==> images/layer_met2.png <==
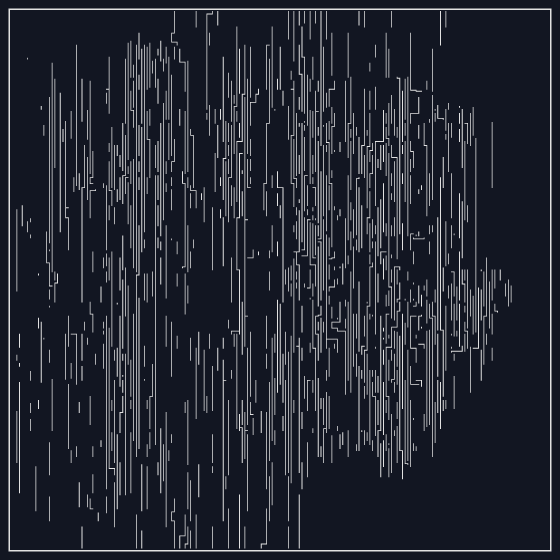
==> images/layer_met3.png <==
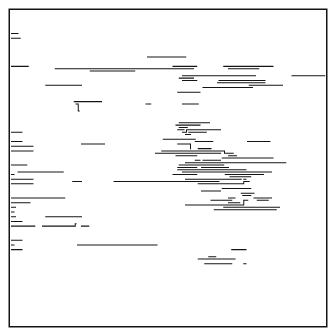
==> images/io_fan.png <==
Scale bar: 20 microns.
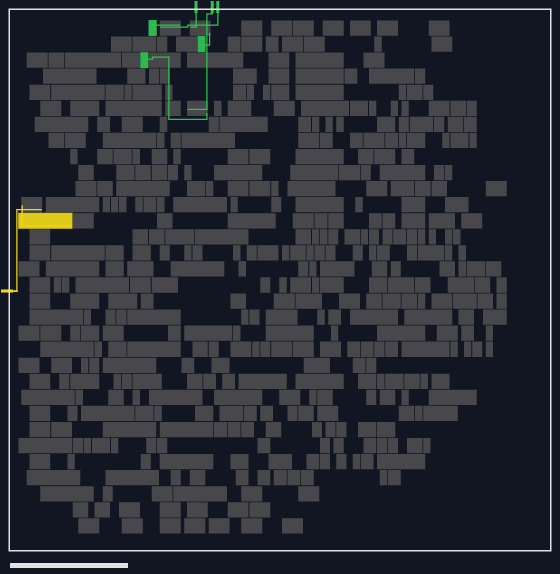
$ cat src/rtl/priority_resolver_gen.sv
// Rotating-priority interrupt resolver with IRR/ISR state, acknowledge handshake,
// specific/non-specific EOI, auto-EOI and programmable lowest-priority pointer.
module priority_resolver_gen #(
  parameter int NUM_IRQ  = 8,
  parameter int ID_WIDTH = 3
) (
  input  logic                clock,
  input  logic                reset_n,
  input  logic [NUM_IRQ-1:0]  irq_in,
  input  logic                level_triggered,
  input  logic [NUM_IRQ-1:0]  interrupt_mask,
  input  logic                special_mask_mode,
  input  logic                auto_eoi,
  input  logic                rotate_on_eoi,
  input  logic                inta,
  input  logic                eoi_valid,
  input  logic                eoi_specific,
  input  logic [ID_WIDTH-1:0] eoi_level,
  input  logic                set_priority_valid,
  input  logic [ID_WIDTH-1:0] set_priority_level,
  output logic                int_out,
  output logic                vector_valid,
  output logic [ID_WIDTH-1:0] vector_id,
  output logic                spurious,
  output logic [NUM_IRQ-1:0]  interrupt_request_register,
  output logic [NUM_IRQ-1:0]  in_service_register
);

  logic [NUM_IRQ-1:0]  irq_prev;
  logic [ID_WIDTH-1:0] lowest_priority;

  logic [NUM_IRQ-1:0]  pending;
  logic [ID_WIDTH-1:0] scan_idx;
  logic                win_found;
  logic [ID_WIDTH-1:0] win_id;
  logic [ID_WIDTH-1:0] win_rank;
  logic                isr_found;
  logic [ID_WIDTH-1:0] isr_id;
  logic [ID_WIDTH-1:0] isr_rank;

  logic                ack;
  logic [NUM_IRQ-1:0]  ack_onehot;
  logic                eoi_hit;
  logic [ID_WIDTH-1:0] eoi_id;
  logic [NUM_IRQ-1:0]  eoi_onehot;
  logic                raise;
  logic [NUM_IRQ-1:0]  irr_next;
  logic [NUM_IRQ-1:0]  isr_next;

  assign pending = interrupt_request_register & ~interrupt_mask;

  // Rank k = distance from the highest-priority slot (lowest_priority + 1).
  always_comb begin
    scan_idx  = '0;
    win_found = 1'b0;
    win_id    = '0;
    win_rank  = '0;
    isr_found = 1'b0;
    isr_id    = '0;
    isr_rank  = '1;
    for (int unsigned k = 0; k < NUM_IRQ; k++) begin
      scan_idx = lowest_priority + ID_WIDTH'(k + 32'd1);
      if (!win_found && pending[scan_idx]) begin
        win_found = 1'b1;
        win_id    = scan_idx;
        win_rank  = ID_WIDTH'(k);
      end
      if (!isr_found && in_service_register[scan_idx]) begin
        isr_found = 1'b1;
        isr_id    = scan_idx;
        isr_rank  = ID_WIDTH'(k);
      end
    end
  end

  always_comb begin
    ack        = inta && int_out && win_found;
    ack_onehot = '0;
    if (ack)
      ack_onehot[win_id] = 1'b1;

    eoi_id     = eoi_specific ? eoi_level : isr_id;
    eoi_hit    = eoi_valid && (eoi_specific ? in_service_register[eoi_level] : isr_found);
    eoi_onehot = '0;
    if (eoi_hit)
      eoi_onehot[eoi_id] = 1'b1;

    raise = win_found && (!isr_found || special_mask_mode || (win_rank < isr_rank));

    if (level_triggered)
      irr_next = irq_in;
    else
      irr_next = interrupt_request_register | (irq_in & ~irq_prev);
    irr_next = irr_next & ~ack_onehot;

    // EOI works on the pre-edge ISR; a same-cycle acknowledge still sets its bit.
    isr_next = (in_service_register & ~eoi_onehot) | (auto_eoi ? '0 : ack_onehot);
  end

  always_ff @(posedge clock or negedge reset_n) begin
    if (!reset_n) begin
      irq_prev                   <= '0;
      lowest_priority            <= '1;
      interrupt_request_register <= '0;
      in_service_register        <= '0;
      int_out                    <= 1'b0;
      vector_valid               <= 1'b0;
      vector_id                  <= '0;
      spurious                   <= 1'b0;
    end else begin
      irq_prev                   <= irq_in;
      interrupt_request_register <= irr_next;
      in_service_register        <= isr_next;

      if (set_priority_valid)
        lowest_priority <= set_priority_level;
      else if (rotate_on_eoi && eoi_hit)
        lowest_priority <= eoi_id;
      else if (rotate_on_eoi && auto_eoi && ack)
        lowest_priority <= win_id;

      int_out      <= inta ? 1'b0 : raise;
      vector_valid <= inta;
      if (inta) begin
        vector_id <= ack ? win_id : '1;
        spurious  <= !ack;
      end else begin
        spurious  <= 1'b0;
      end
    end
  end

endmodule

$ cat config.mk
export PLATFORM = sky130hd
export DESIGN_NAME = priority_resolver_gen
export DESIGN_NICKNAME = d
export VERILOG_FILES = /design/src/rtl/priority_resolver_gen.sv
export SDC_FILE = /design/constraint.sdc
export NUM_CORES = 1
export LEC_CHECK = 0
export ABC_AREA = 0
export CAP_MARGIN = 10
export CORE_UTILIZATION = 45
export DETAILED_ROUTE_END_ITERATION = 6
export PLACE_DENSITY = 0.67
export SLEW_MARGIN = 5
export SYNTH_ARGS = -nofsm -noshare
export SYNTH_HDL_FRONTEND = slang
export SYNTH_SLANG_ARGS = --single-unit
$ cat constraint.sdc
create_clock -name clock -period 10.5 [get_ports clock]
set_input_delay 1.05 -clock clock [delete_from_list [all_inputs] [get_ports clock]]
set_output_delay 1.05 -clock clock [all_outputs]
set_load 0.05 [all_outputs]
==> impl_metrics.tcl <==
# place-and-route summary
set metrics [dict create \
    post-route-drc-count 0 \
    cts.sinks 33 \
    crit_cells 11 \
    root_buffer "clkbuf_8" \
    final-clk-cell-share_pct 1.96 \
    cts_tree "built" \
    buf_share_pct 12.9 \
    synthTopCellsByCount "nand2_1 (42), dfrtp_1 (30), a21oi_1 (24), mux4_2 (22)" \
    synth_nets 429 \
    antenna_cells 0 \
    yosys_cells 393 \
    outcome "completed" \
    dr_wl_met3_microns 812 \
    leakagePower_nw 1.67 \
    placed_cell_area_sq_um 4140 \
    worstSetupStartpoint "lowest_priority[1]" \
    place.gp.congestion 0.862 \
    hold_viol 0 \
    cts_setup_buffers 0 \
    layout_setup_ws_ps 5580 \
    ys_seq_share_pct 23.0 \
    fin_area_sq_um 4220 \
    p_comb_uw 935 \
    slowest_stage "dfstp_2" \
]
-- layer_met2.png (at the start) --
The layer carries 4670 microns of wire. The wires run mostly vertical. The layer holds 46% of the routed length.
GR Util met2: 38.2%
Detailed Route WL: 10100 microns
vias: 3400

-- layer_met3.png (at the start) --
The wires run mostly horizontal. 82 nets have wire on it. The layer holds 8.0% of the routed length. The layer carries 813 microns of wire. The longest straight run is 40.0 microns.
M3 GR Usage: 2.76%

-- io_fan.png (at the start) --
Key: yellow = vector_valid [bits 1, direction output, edge left, end cells 1, wire 30.3 microns]; green = set_priority_level [bits 3, direction input, edge top, end cells 3, wire 67.9 microns]
IO buf count: 53
top-level I/O count: 54

